[src/rtl/decoder_onehot_scan.sv]
// decoder_onehot_scan: registered binary-to-one-hot decoder with two modes.
// In DIRECT mode it decodes each accepted code. In SCAN mode it walks a single
// strobe across every output position.
// Optional feature: define DECODER_MASK_EN to add an i_mask port that gates
// individual output positions. Masked slots still take their scan time.
module decoder_onehot_scan #(
    parameter int IN_W     = 3,
    parameter int SCAN_DIV = 4
) (
    input  logic                   i_clk,
    input  logic                   i_rst,
    input  logic                   i_en,
    input  logic                   i_mode,
    input  logic [IN_W-1:0]        i_sel,
    input  logic                   i_sel_valid,
`ifdef DECODER_MASK_EN
    input  logic [(1<<IN_W)-1:0]   i_mask,
`endif
    output logic                   o_sel_ready,
    output logic [(1<<IN_W)-1:0]   o_onehot,
    output logic [IN_W-1:0]        o_idx,
    output logic                   o_wrap
);

    localparam int OUT_W = 1 << IN_W;
    localparam int PW    = $clog2(SCAN_DIV) + 1;
    localparam logic [PW-1:0] PRESC_LAST = PW'(SCAN_DIV - 1);

    typedef enum logic [1:0] {
        ST_IDLE   = 2'd0,
        ST_DIRECT = 2'd1,
        ST_SCAN   = 2'd2
    } state_t;

    state_t          r_state;
    state_t          w_state_nxt;
    logic [IN_W-1:0] r_idx;
    logic [IN_W-1:0] w_idx_nxt;
    logic [PW-1:0]   r_presc;
    logic [PW-1:0]   w_presc_nxt;
    logic            w_wrap_nxt;
    logic [OUT_W-1:0] w_onehot_nxt;
    logic [OUT_W-1:0] w_mask;
    logic            w_accept;

    // Binary index to a single-bit position.
    function automatic logic [OUT_W-1:0] decode_pos(input logic [IN_W-1:0] code);
        decode_pos = {{(OUT_W-1){1'b0}}, 1'b1} << code;
    endfunction

`ifdef DECODER_MASK_EN
    assign w_mask = i_mask;
`else
    assign w_mask = {OUT_W{1'b1}};
`endif

    // A code is only taken in DIRECT-capable operation, never while scanning or held off.
    assign o_sel_ready = i_en & ~i_mode & ~i_rst;
    assign w_accept    = i_sel_valid & o_sel_ready;

    // Next-state, next-index, prescaler and wrap pulse.
    always_comb begin
        w_state_nxt = r_state;
        w_idx_nxt   = r_idx;
        w_presc_nxt = r_presc;
        w_wrap_nxt  = 1'b0;
        if (!i_en) begin
            // Disabled: everything frozen, nothing accepted.
            w_state_nxt = r_state;
            w_idx_nxt   = r_idx;
            w_presc_nxt = r_presc;
        end else if (i_mode && (r_state != ST_SCAN)) begin
            // Scan entry always restarts at position 0 with a fresh prescaler.
            w_state_nxt = ST_SCAN;
            w_idx_nxt   = {IN_W{1'b0}};
            w_presc_nxt = {PW{1'b0}};
        end else begin
            case (r_state)
                ST_IDLE: begin
                    if (w_accept) begin
                        w_state_nxt = ST_DIRECT;
                        w_idx_nxt   = i_sel;
                    end else begin
                        w_state_nxt = ST_IDLE;
                    end
                end
                ST_DIRECT: begin
                    if (w_accept) begin
                        w_idx_nxt = i_sel;
                    end else begin
                        w_idx_nxt = r_idx;
                    end
                end
                ST_SCAN: begin
                    if (!i_mode) begin
                        // Leave scan holding the current position unless a code arrives now.
                        w_state_nxt = ST_DIRECT;
                        if (w_accept) begin
                            w_idx_nxt = i_sel;
                        end else begin
                            w_idx_nxt = r_idx;
                        end
                    end else if (r_presc == PRESC_LAST) begin
                        w_presc_nxt = {PW{1'b0}};
                        w_idx_nxt   = r_idx + {{(IN_W-1){1'b0}}, 1'b1};
                        w_wrap_nxt  = (r_idx == {IN_W{1'b1}});
                    end else begin
                        w_presc_nxt = r_presc + {{(PW-1){1'b0}}, 1'b1};
                    end
                end
                default: begin
                    w_state_nxt = ST_IDLE;
                    w_idx_nxt   = {IN_W{1'b0}};
                    w_presc_nxt = {PW{1'b0}};
                end
            endcase
        end
    end

    // Output is the decoded next index, blanked when idle or disabled.
    always_comb begin
        if (i_en && (w_state_nxt != ST_IDLE)) begin
            w_onehot_nxt = decode_pos(w_idx_nxt) & w_mask;
        end else begin
            w_onehot_nxt = {OUT_W{1'b0}};
        end
    end

    // State, counters and registered outputs.
    always_ff @(posedge i_clk) begin
        if (i_rst) begin
            r_state  <= ST_IDLE;
            r_idx    <= {IN_W{1'b0}};
            r_presc  <= {PW{1'b0}};
            o_onehot <= {OUT_W{1'b0}};
            o_wrap   <= 1'b0;
        end else begin
            r_state  <= w_state_nxt;
            r_idx    <= w_idx_nxt;
            r_presc  <= w_presc_nxt;
            o_onehot <= w_onehot_nxt;
            o_wrap   <= w_wrap_nxt;
        end
    end

    assign o_idx = r_idx;

endmodule
[config.mk]
export PLATFORM = sky130hd
export DESIGN_NAME = decoder_onehot_scan
export DESIGN_NICKNAME = d
export VERILOG_FILES = /design/src/rtl/decoder_onehot_scan.sv
export SDC_FILE = /design/constraint.sdc
export NUM_CORES = 1
export LEC_CHECK = 0
export ABC_AREA = 1
export CORE_MARGIN = 1.5
export CORE_UTILIZATION = 25
export DETAILED_ROUTE_END_ITERATION = 10
export RECOVER_POWER = 25
export SLEW_MARGIN = 30
export SYNTH_ARGS = -nofsm -noshare
export SYNTH_HDL_FRONTEND = slang
export SYNTH_SLANG_ARGS = --single-unit
[constraint.sdc]
create_clock -name i_clk -period 1.29 [get_ports i_clk]
set_input_delay 0.258 -clock i_clk [delete_from_list [all_inputs] [get_ports i_clk]]
set_output_delay 0.258 -clock i_clk [all_outputs]
set_load 0.05 [all_outputs]
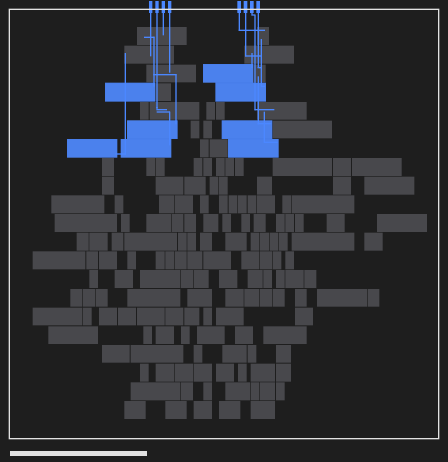
(port wiring)
Scale bar: 20 um.
port	colour	bits	direction	edge	end cells	wire
`o_onehot`	blue	8	output	north	8	141 um

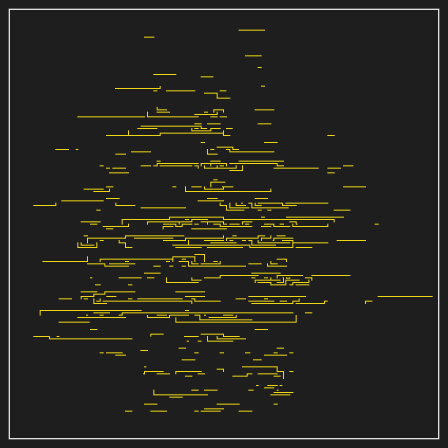
(the metal 1 layer)
wire length on this layer	914 um
share of all routed wire	42%

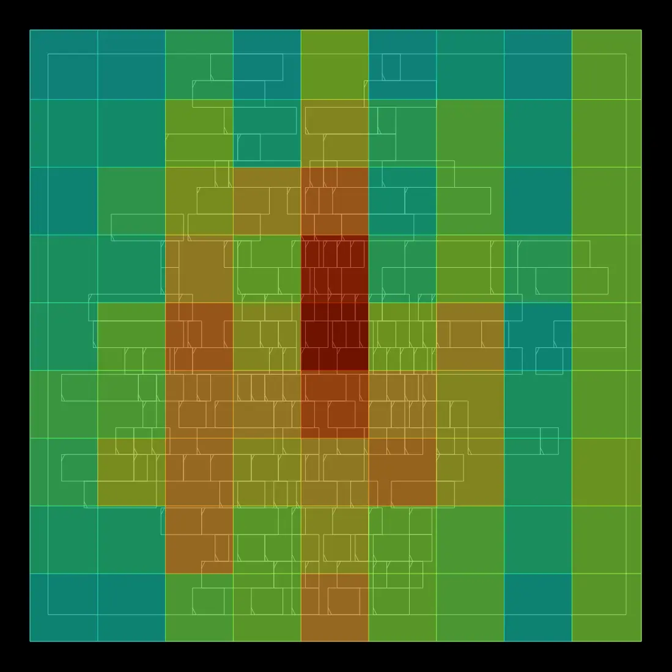
(track usage over the die)
wire length per cell after detailed routing: 10.4 um
met2 capacity usage during global routing: 23.6%
most heavily used metal layer in global routing: met2
final core area utilization: 44.3%
total global routing track utilization: 12.5%

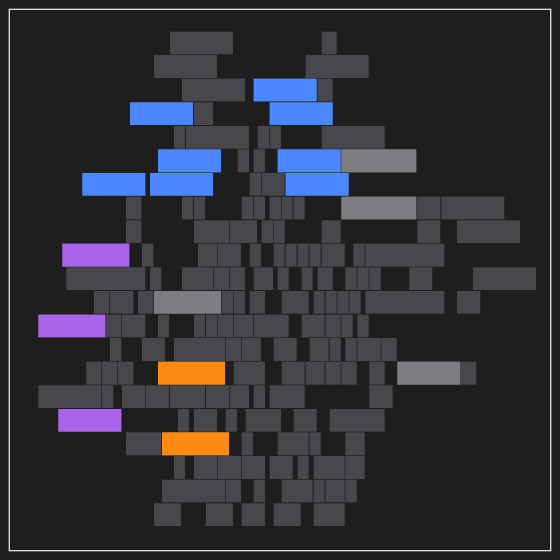
(sequential cells grouped by signal name)
Other sequential cells in the stronger grey, the rest of the logic in the fainter grey.
name in the netlist	colour	placed flops
`o_onehot`	blue	8
`r_state`	orange	2
`r_presc`	purple	3
not coloured	4

==> layer usage <==
metal	GRT usage (%)	vias up
met4	5.83	0
met2	23.6	16
met3	2.36	2
met5	0	-
met1	13.3	415
li1	-	470
==> layout make-up <==
| type | instances | share of cell area (%) |
|---|---|---|
| sequential | 17 | 23.8 |
| clock inverter | 1 | 0.336 |
| tap | 46 | 3.87 |
| timing repair buffer | 40 | 29.0 |
| clock buffer | 3 | 1.51 |
| inverter | 19 | 4.79 |
| multi-input combinational | 83 | 36.7 |
==> power by group <==
| group | total (mW) | leakage [nW] | internal (mW) | switching [mW] |
|---|---|---|---|---|
| clock network | 0.278 | 0.0177 | 0.115 | 0.163 |
| logic | 0.239 | 0.533 | 0.108 | 0.131 |
| registers | 0.549 | 0.141 | 0.536 | 0.0130 |
| total | 1.07 | 0.692 | 0.759 | 0.307 |
==> repair_timing <==
action	in CTS	in global routing
gates resized	12	10
setup endpoints to repair	15	15
pin swaps	10	5
hold endpoints to repair	0	0
buffers inserted	3	0
==> cell usage in the layout (no fill, tap or decap), types with 2 or more instances in the layout <==
cell type	netlist	layout
sky130_fd_sc_hd__nand4_1	3	3
sky130_fd_sc_hd__buf_12	0	10
sky130_fd_sc_hd__clkbuf_2	0	3
sky130_fd_sc_hd__nor2_4	2	3
sky130_fd_sc_hd__a21oi_2	2	2
sky130_fd_sc_hd__nand2_4	0	3
sky130_fd_sc_hd__a21oi_1	6	6
sky130_fd_sc_hd__dlygate4sd2_1	0	3
sky130_fd_sc_hd__nor2_2	1	4
sky130_fd_sc_hd__clkbuf_4	0	3
sky130_fd_sc_hd__nand3_1	7	7
sky130_fd_sc_hd__inv_2	3	4
sky130_fd_sc_hd__dfxtp_1	17	10
sky130_fd_sc_hd__o211ai_1	2	2
sky130_fd_sc_hd__nand2_2	5	5
sky130_fd_sc_hd__dfxtp_4	0	2
sky130_fd_sc_hd__nor2_1	19	15
sky130_fd_sc_hd__o21ai_0	5	4
sky130_fd_sc_hd__dfxtp_2	0	5
sky130_fd_sc_hd__nand2_1	22	19
sky130_fd_sc_hd__inv_1	16	15
sky130_fd_sc_hd__ha_4	0	3
sky130_fd_sc_hd__clkdlybuf4s50_1	0	4
sky130_fd_sc_hd__buf_4	0	20
==> state kept, by name (all words and copies together), names as in the netlist <==
register / cells
r_presc: 3
o_wrap: 1
r_state: 2
o_onehot: 8
o_idx: 3
==> logic make-up (layout without fill, tap and decap cells) <==
family	count (synthesis)	after routing	synth area share, %
AND/OR/NAND/NOR	64	64	37.0
buffers and inverters	19	63	8.12
flip-flops	17	17	38.7
AND-OR/OR-AND	16	16	11.8
adder cells (fa/ha/maj)	3	3	4.27
==> path summary, 6_finish.rpt <==
check	startpoint	to	depth (start not counted)
worst max register to register	o_idx[1]	o_onehot[3]	7
worst min-delay path	i_en	r_state[0]	3
worst min register to register	r_presc[2]	r_presc[2]	2
worst max-delay path	o_idx[1]	o_onehot[3]	7
==> tightest hold or removal path: stages <==
cell and delay [ns]:
sky130_fd_sc_hd__dlygate4sd2_1 0.23, sky130_fd_sc_hd__buf_4 0.14, sky130_fd_sc_hd__a21oi_1 0.06
==> results.py <==
# Flow results
metrics = {
    "timing": {
        "slew_violations": 0,
        "final-hold-violation-count": 0,
        "min_period_ns": 1.35,
        "clock.fmax_mhz": 739,
        "worst_setup_margin_ns": -0.0635,
        "setup_violation_total_in_the_final_timing_report": 8,
        "timing.max_slew.rel_slack_pct": 81.5,
        "holdWs_ns": 0.442,
        "fin_skew_ns": 0.00608,
        "final.setup.tns_ns": -0.405,
        "grt_setup_unrepaired": "yes",
        "worst_slew_pin_slew_ns": 0.279,
    },
    "setup_path": {
        "worst_path_max_delay_cell": "sky130_fd_sc_hd__dfxtp_4",
        "worst-r2r-setup-slack_ns": -0.06,
        "critical_path.n_buffers_inverters": 0,
        "worst_setup_path_start_kind": "flip-flop",
        "crit_family": "simple AND/OR/NAND/NOR gates",
        "required_ns": 1.51,
        "worstPathArrival_ns": 1.58,
        "crit_path_end_kind": "flip-flop",
        "crit_chain": "ha_4, ha_4, o211ai_1, nand2_1, nand2_2, nand3_2, nor2_1",
        "cp_max_fo": 4,
        "critical_path_class": "flip-flop to flip-flop",
        "critPathMostFrequentCell": "sky130_fd_sc_hd__ha_4",
        "crit_path_max_incr_delay_ns": 0.36,
    },
    "logic_synthesis": {
        "yosys-top-cells-count": "sky130_fd_sc_hd__nand2_1, sky130_fd_sc_hd__nor2_1, sky130_fd_sc_hd__dfxtp_1",
        "synthTopCellsByArea": "sky130_fd_sc_hd__dfxtp_1, sky130_fd_sc_hd__nand2_1, sky130_fd_sc_hd__nor2_1",
        "flop_cell": "sky130_fd_sc_hd__dfxtp_1",
        "synth.yosys.seq_area_share_pct": 38.7,
        "syn-instance-count": 119,
        "post-synth-top-count-cell": "sky130_fd_sc_hd__nand2_1",
        "ys_seq_elements": 17,
        "yosys_warnings": 0,
        "post_synth_num_cell_types": 20,
        "synth_area_um2": 878,
        "synth_chip_area_um2": 878,
        "biggest_area_consumer_among_synthesized_cells": "sky130_fd_sc_hd__dfxtp_1",
        "netlist.area_leader.share_pct": 38.7,
        "ys_cells": 119,
        "synth.net_count": 130,
        "post_synth.cell_area_avg_um2": 7.38,
        "edf_count": 0,
        "async_reset_ff_share_pct": 0,
    },
    "placed_design": {
        "pre_cts_setup_slack_ns": -0.460,
        "numPlacedInstances": 202,
        "gp_congestion": 0.811,
        "dp_hpwl_mm": 1.80,
        "port-buffer-count": 20,
        "placed_area_um2": 1430,
    },
    "run": {
        "drv.max_cap_violation_count": 0,
        "openroad.warnings": 29,
    },
    "detailed_routing": {
        "drt_pre_antenna_iters": 4,
        "dr.first_iter.drc_count": 18,
        "met3WireLength_um": 57,
        "wl_mm": 2.17,
        "avgViaCountPerCell": 4.32,
        "routed_antenna_nets": 0,
        "drc": 0,
        "topRoutingLayerUsed": "met4",
        "m1WireLength_um": 913,
        "met2WireLength_mm": 1.17,
        "dr_total_vias": 903,
    },
    "cells_and_area": {
        "mi_comb_area_um2": 547,
        "fraction_of_layout_instances_using_a_drive_strength_above_1_pct": 44.8,
        "n_antenna_cell": 0,
        "layout-area-overhead-vs-synth_pct": 69.5,
        "flop_area_um2": 354,
        "layoutNonFillerInstCount": 209,
        "num-fill-cells": 358,
        "finish.instance_area_um2": 1490,
        "finalNetCount": 175,
    },
    "floorplanning": {
        "core.rowCount": 21,
        "fp.dieW_um": 62.3,
        "fp-utilization_pct": 26.1,
        "dieArea_um2": 3880,
        "placeableCoreArea_um2": 3360,
        "die-height_um": 62.3,
        "io_pins": 21,
    },
    "outcome": {
        "failing_checks": "negative setup slack",
        "outcome": "finished with violations",
    },
    "clock_tree": {
        "clockBufferDepth": 2,
        "clock_sink_count": 17,
        "cts.root.buffer_cell": "sky130_fd_sc_hd__clkbuf_4",
        "clock_tree_from_tritoncts": "done",
        "clkLatencyLatePin_ns": 0.29,
        "h-tree-depth": 1,
        "post_cts_hold_buffer_count": 0,
        "number_of_buffers_created_by_cts": 3,
    },
    "min_path": {
        "min_path_type": "primary input to flip-flop",
    },
    "pwr": {
        "power_density_nw_per_um2": 716,
        "vdd_drop_max_v": 0.000399,
        "total_power_mw": 1.07,
        "p_leak_nw": 0.692,
    },
    "global_route": {
        "grt_pass1_wl_mm": 3.91,
        "grt_pass1_vias": 945,
        "global_route_total_overflow": 0,
        "largest_net_degree_at_the_start_of_global_routing": 11,
        "grt_antenna_before_repair": 0,
    },
}
No activity file was given, so power comes from the tool's default toggle rates.
